===== src/rtl/alu_pkg.sv =====
// Shared opcode/rollop encodings and FSM state type for the sequential ALU.
package alu_pkg;

    localparam int unsigned OP_W     = 4;
    localparam int unsigned ROLLOP_W = 3;

    localparam logic [OP_W-1:0] OP_ADD  = 4'b1000;
    localparam logic [OP_W-1:0] OP_AND  = 4'b1001;
    localparam logic [OP_W-1:0] OP_OR   = 4'b1010;
    localparam logic [OP_W-1:0] OP_XOR  = 4'b1011;
    localparam logic [OP_W-1:0] OP_ROLL = 4'b1100;
    localparam logic [OP_W-1:0] OP_NOT  = 4'b1101;
    localparam logic [OP_W-1:0] OP_CS1  = 4'b1110;
    localparam logic [OP_W-1:0] OP_CS2  = 4'b1111;

    localparam logic [ROLLOP_W-1:0] RO_RBL = 3'b010;
    localparam logic [ROLLOP_W-1:0] RO_RBR = 3'b011;
    localparam logic [ROLLOP_W-1:0] RO_RNL = 3'b110;
    localparam logic [ROLLOP_W-1:0] RO_RNR = 3'b101;

    typedef enum logic [1:0] {
        S_IDLE = 2'd0,
        S_RUN  = 2'd1,
        S_DONE = 2'd2
    } state_e;

    function automatic logic rollop_valid(input logic [ROLLOP_W-1:0] ro);
        return (ro == RO_RBL) || (ro == RO_RBR) || (ro == RO_RNL) || (ro == RO_RNR);
    endfunction

endpackage


===== src/rtl/alu_rot_step.sv =====
// One-position rotator: bit roll through L, or nibble roll of W.
module alu_rot_step
    import alu_pkg::*;
#(
    parameter int unsigned WIDTH = 16
) (
    input  logic [WIDTH-1:0]    w_i,
    input  logic                wl_i,
    input  logic [ROLLOP_W-1:0] rollop_i,
    output logic [WIDTH-1:0]    w_o,
    output logic                wl_o
);

    always_comb begin : rot
        w_o  = w_i;
        wl_o = wl_i;
        case (rollop_i)
            RO_RBL: begin
                w_o  = {w_i[WIDTH-2:0], wl_i};
                wl_o = w_i[WIDTH-1];
            end
            RO_RBR: begin
                w_o  = {wl_i, w_i[WIDTH-1:1]};
                wl_o = w_i[0];
            end
            RO_RNL: w_o = {w_i[WIDTH-5:0], w_i[WIDTH-1:WIDTH-4]};
            RO_RNR: w_o = {w_i[3:0], w_i[WIDTH-1:4]};
            default: ;
        endcase
    end

endmodule


===== src/rtl/alu_seq.sv =====
// Multi-cycle ALU: operand registers, single-cycle logic unit and a
// start/busy/done sequencer that rolls one position per clock.
module alu_seq
    import alu_pkg::*;
#(
    parameter int unsigned WIDTH = 16,
    parameter int unsigned CNT_W = $clog2(WIDTH)
) (
    input  logic                clk,
    input  logic                reset,
    input  logic [WIDTH-1:0]    ibus,
    input  logic                w_a,
    input  logic                w_b,
    input  logic                start,
    input  logic [OP_W-1:0]     runit,
    input  logic [ROLLOP_W-1:0] rollop,
    input  logic [CNT_W-1:0]    count,
    input  logic                l_in,
    output logic                busy,
    output logic                done,
    output logic [WIDTH-1:0]    y,
    output logic                l_out,
    output logic                l_toggle
);

    localparam int unsigned SUM_W = WIDTH + 1;

    if (((WIDTH % 4) != 0) || (WIDTH < 8)) begin : g_width_check
        $error("alu_seq: WIDTH must be a multiple of 4 and at least 8");
    end

    state_e                state_q, state_d;
    logic [WIDTH-1:0]      a_q, a_d, b_q, b_d;
    logic [WIDTH-1:0]      w_q, w_d;
    logic                  wl_q, wl_d;
    logic [ROLLOP_W-1:0]   rollop_q, rollop_d;
    logic [CNT_W-1:0]      cnt_q, cnt_d;
    logic                  busy_q, busy_d;
    logic                  done_q, done_d;
    logic [WIDTH-1:0]      y_q, y_d;
    logic                  l_out_q, l_out_d;
    logic                  l_toggle_q, l_toggle_d;

    logic [SUM_W-1:0]      sum_c;
    logic [WIDTH-1:0]      alu_y_c;
    logic                  alu_l_c;
    logic                  alu_t_c;
    logic                  roll_go_c;
    logic [WIDTH-1:0]      step_w_c;
    logic                  step_wl_c;

    alu_rot_step #(.WIDTH(WIDTH)) u_rot_step (
        .w_i      (w_q),
        .wl_i     (wl_q),
        .rollop_i (rollop_q),
        .w_o      (step_w_c),
        .wl_o     (step_wl_c)
    );

    // Single-cycle unit; rolls that finish immediately and NOPs pass A through.
    always_comb begin : alu_unit
        sum_c   = SUM_W'(a_q) + SUM_W'(b_q);
        alu_y_c = a_q;
        alu_l_c = l_in;
        alu_t_c = 1'b0;
        case (runit)
            OP_ADD: begin
                alu_y_c = sum_c[WIDTH-1:0];
                alu_t_c = sum_c[WIDTH];
                alu_l_c = l_in ^ sum_c[WIDTH];
            end
            OP_AND:  alu_y_c = a_q & b_q;
            OP_OR:   alu_y_c = a_q | b_q;
            OP_XOR:  alu_y_c = a_q ^ b_q;
            OP_NOT:  alu_y_c = ~a_q;
            default: ;
        endcase
        roll_go_c = (runit == OP_ROLL) && rollop_valid(rollop) && (count != '0);
    end

    always_comb begin : next_state
        state_d    = state_q;
        a_d        = a_q;
        b_d        = b_q;
        w_d        = w_q;
        wl_d       = wl_q;
        rollop_d   = rollop_q;
        cnt_d      = cnt_q;
        busy_d     = 1'b0;
        done_d     = 1'b0;
        y_d        = y_q;
        l_out_d    = l_out_q;
        l_toggle_d = l_toggle_q;

        if (!w_a) a_d = ibus;
        if (!w_b) b_d = ibus;

        case (state_q)
            S_RUN: begin
                w_d   = step_w_c;
                wl_d  = step_wl_c;
                cnt_d = cnt_q - CNT_W'(1);
                if (cnt_q == CNT_W'(1)) begin
                    state_d    = S_DONE;
                    done_d     = 1'b1;
                    y_d        = step_w_c;
                    l_out_d    = step_wl_c;
                    l_toggle_d = 1'b0;
                end else begin
                    busy_d = 1'b1;
                end
            end
            default: begin
                // IDLE and DONE both accept a new request.
                state_d = S_IDLE;
                if (start) begin
                    w_d      = a_q;
                    wl_d     = l_in;
                    rollop_d = rollop;
                    if (roll_go_c) begin
                        state_d = S_RUN;
                        cnt_d   = count;
                        busy_d  = 1'b1;
                    end else begin
                        state_d    = S_DONE;
                        done_d     = 1'b1;
                        y_d        = alu_y_c;
                        l_out_d    = alu_l_c;
                        l_toggle_d = alu_t_c;
                    end
                end
            end
        endcase
    end

    always_ff @(posedge clk) begin : regs
        if (reset) begin
            state_q    <= S_IDLE;
            a_q        <= '0;
            b_q        <= '0;
            w_q        <= '0;
            wl_q       <= 1'b0;
            rollop_q   <= '0;
            cnt_q      <= '0;
            busy_q     <= 1'b0;
            done_q     <= 1'b0;
            y_q        <= '0;
            l_out_q    <= 1'b0;
            l_toggle_q <= 1'b0;
        end else begin
            state_q    <= state_d;
            a_q        <= a_d;
            b_q        <= b_d;
            w_q        <= w_d;
            wl_q       <= wl_d;
            rollop_q   <= rollop_d;
            cnt_q      <= cnt_d;
            busy_q     <= busy_d;
            done_q     <= done_d;
            y_q        <= y_d;
            l_out_q    <= l_out_d;
            l_toggle_q <= l_toggle_d;
        end
    end

    assign busy     = busy_q;
    assign done     = done_q;
    assign y        = y_q;
    assign l_out    = l_out_q;
    assign l_toggle = l_toggle_q;

endmodule


===== config.mk =====
export PLATFORM = sky130hd
export DESIGN_NAME = alu_seq
export DESIGN_NICKNAME = d
export VERILOG_FILES = /design/src/rtl/alu_pkg.sv /design/src/rtl/alu_rot_step.sv /design/src/rtl/alu_seq.sv
export SDC_FILE = /design/constraint.sdc
export NUM_CORES = 1
export LEC_CHECK = 0
export ABC_AREA = 1
export CAP_MARGIN = 20
export CORE_ASPECT_RATIO = 1.1
export CORE_UTILIZATION = 40
export DETAILED_ROUTE_END_ITERATION = 8
export PLACE_DENSITY = 0.65
export REMOVE_ABC_BUFFERS = 1
export SETUP_SLACK_MARGIN = 0.3
export SYNTH_ARGS = -nofsm -noshare
export SYNTH_HDL_FRONTEND = slang
export SYNTH_SLANG_ARGS = --single-unit

===== constraint.sdc =====
create_clock -name clk -period 3.5 [get_ports clk]
set_input_delay 0.35 -clock clk [delete_from_list [all_inputs] [get_ports clk]]
set_output_delay 0.35 -clock clk [all_outputs]
set_load 0.02 [all_outputs]

### Met4 routing

Cells faint in the background.
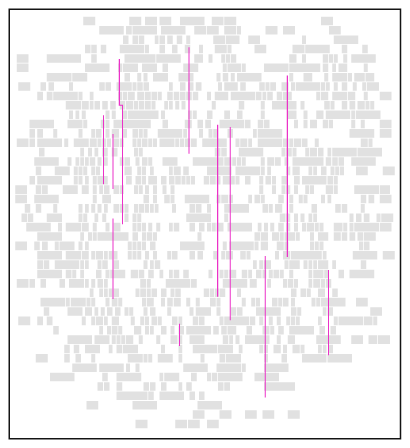
- nets with wire on the layer: 9
- main direction: vertical
vias post-DR: 5748
Post-Route WL: 16400 um

### Congestion heat map

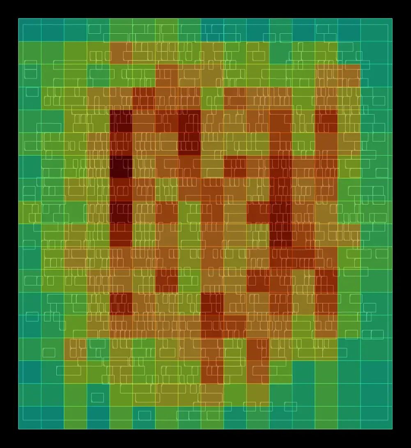
layer with the highest usage: met2
routing usage on met2: 40.7%

### Routed clock nets over the placement

Bar = 20 um.
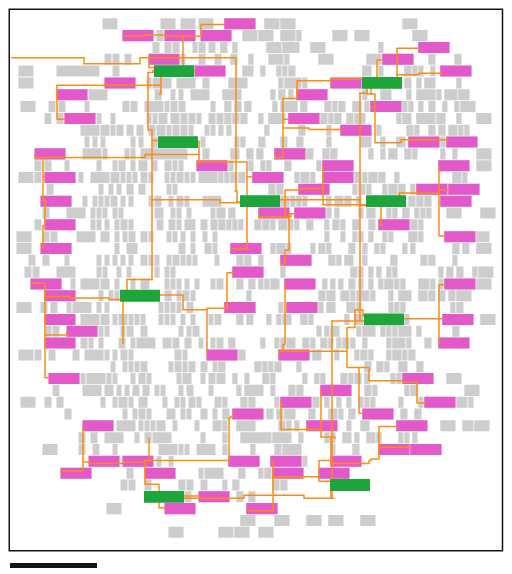
- clock wires: orange (length 1210 um)
- clock drivers: green (count 9)
- flip-flops: magenta (count 78)
- routed clock nets: 10

### Where the registers sit

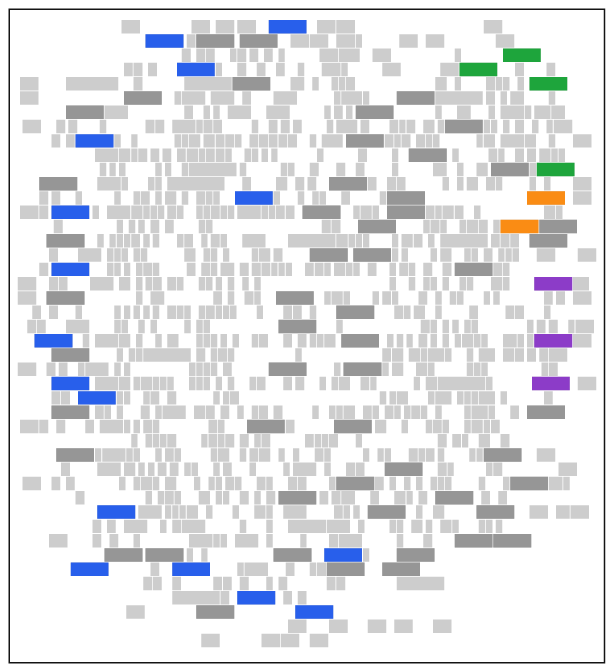
- rollop_q: purple (flops 3)
- cnt_q: green (flops 4; where north-east)
- a_q: blue (flops 16)
- state_q: orange (flops 2)

### I/O pins on the die edge

Pins as bars across the die edge, other pins in gray.
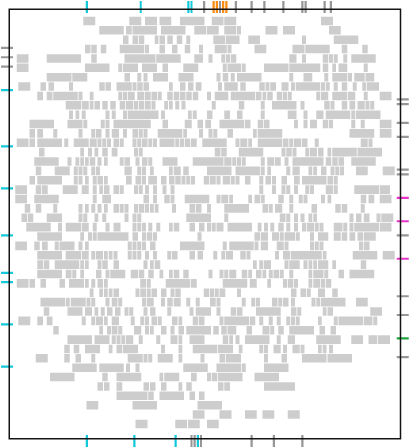
- reset: green (pins 1; direction input; edge east)
- runit: orange (pins 4; direction input; edge north)
- ibus: cyan (pins 16; direction input; edge 8 west, 4 south, 4 north)
- rollop: magenta (pins 3; direction input; edge east)
- all pins by edge: 18 north, 14 east, 11 west, 10 south
die width: 113 um
Die Ht: 124 um
port bufs: 52

[power by group through the flow]
stage	registers [mW]	clock network, mW	logic [mW]
floorplan	1.02	0	0.296
global placement	1.01	0	0.498
detailed placement	1.01	0	0.500
CTS	0.990	0.949	0.503
global route	0.998	0.985	0.573
finish	0.991	0.939	0.511
[critical path: cells and delay by family (launching register included)]
| family | cells | cell delay (ps) |
|---|---|---|
| AND-OR/OR-AND | 1 | 70 |
| buffers and inverters | 2 | 390 |
| flip-flops | 1 | 300 |
| AND/OR/NAND/NOR | 4 | 1400 |
[final cells by class]
class                           instances  area (um2)  area share, %
Multi-Input combinational cell        625        3190           50.4
Clock inverter                          5        50.0          0.790
Clock buffer                           11         233           3.67
Tap cell                              161         201           3.18
Sequential cell                        78        1560           24.6
Inverter                              135         508           8.01
Timing Repair Buffer                   59         593           9.36
==> flow_summary.json <==
{
  "arrival_ps": 2540,
  "compound_area_share_pct": 23.5,
  "fp_util_pct": 41.1,
  "drive_above_1_share_pct": 4.16,
  "hp-class": "reg2reg",
  "top_area_cell": "dfxtp_1",
  "r2r-start": "state_q[0]$_SDFFE_PP0P_",
  "synth-edff-count": 0,
  "cts-buffers-inserted": 9,
  "ys_cells": 871,
  "fmax_ghz": 0.435,
  "async_flop_share_pct": 0,
  "drt_iter0_markers": 438,
  "required_ps": 3740,
  "drtPass1Iterations": 5,
  "layout_min_cycle_time_ps": 2300,
  "met2_length_um": 7830,
  "ys.flops": 78,
  "grt_max_degree": 53,
  "layout_top_cell": "nand2_1",
  "setup_tns_ps": 0,
  "simple_gate_share_pct": 26.8,
  "ff_type": "dfxtp_1",
  "cts_sinks": 78,
  "post_cts_resized": 0,
  "ys_chip_area_um2": 5430,
  "slowest_stage": "nor2_2",
  "synthXorXnorAreaFrac_pct": 0.323,
  "topCombFamilyByArea": "simple AND/OR/NAND/NOR gates",
  "rsz0062_at_grt": "false",
  "hold_ws_ps": 466,
  "status": "complete, no violations",
  "cp_slowest_stage_delay_ps": 520,
  "warnings": 42,
  "crit_fanout": 22,
  "worst_pin_slew_ps": 1030,
  "wl_met3_um": 897,
  "cp-start-kind": "flip-flop",
  "timing.slew.headroom_pct": 31.2,
  "slew_viol_final": 0
}
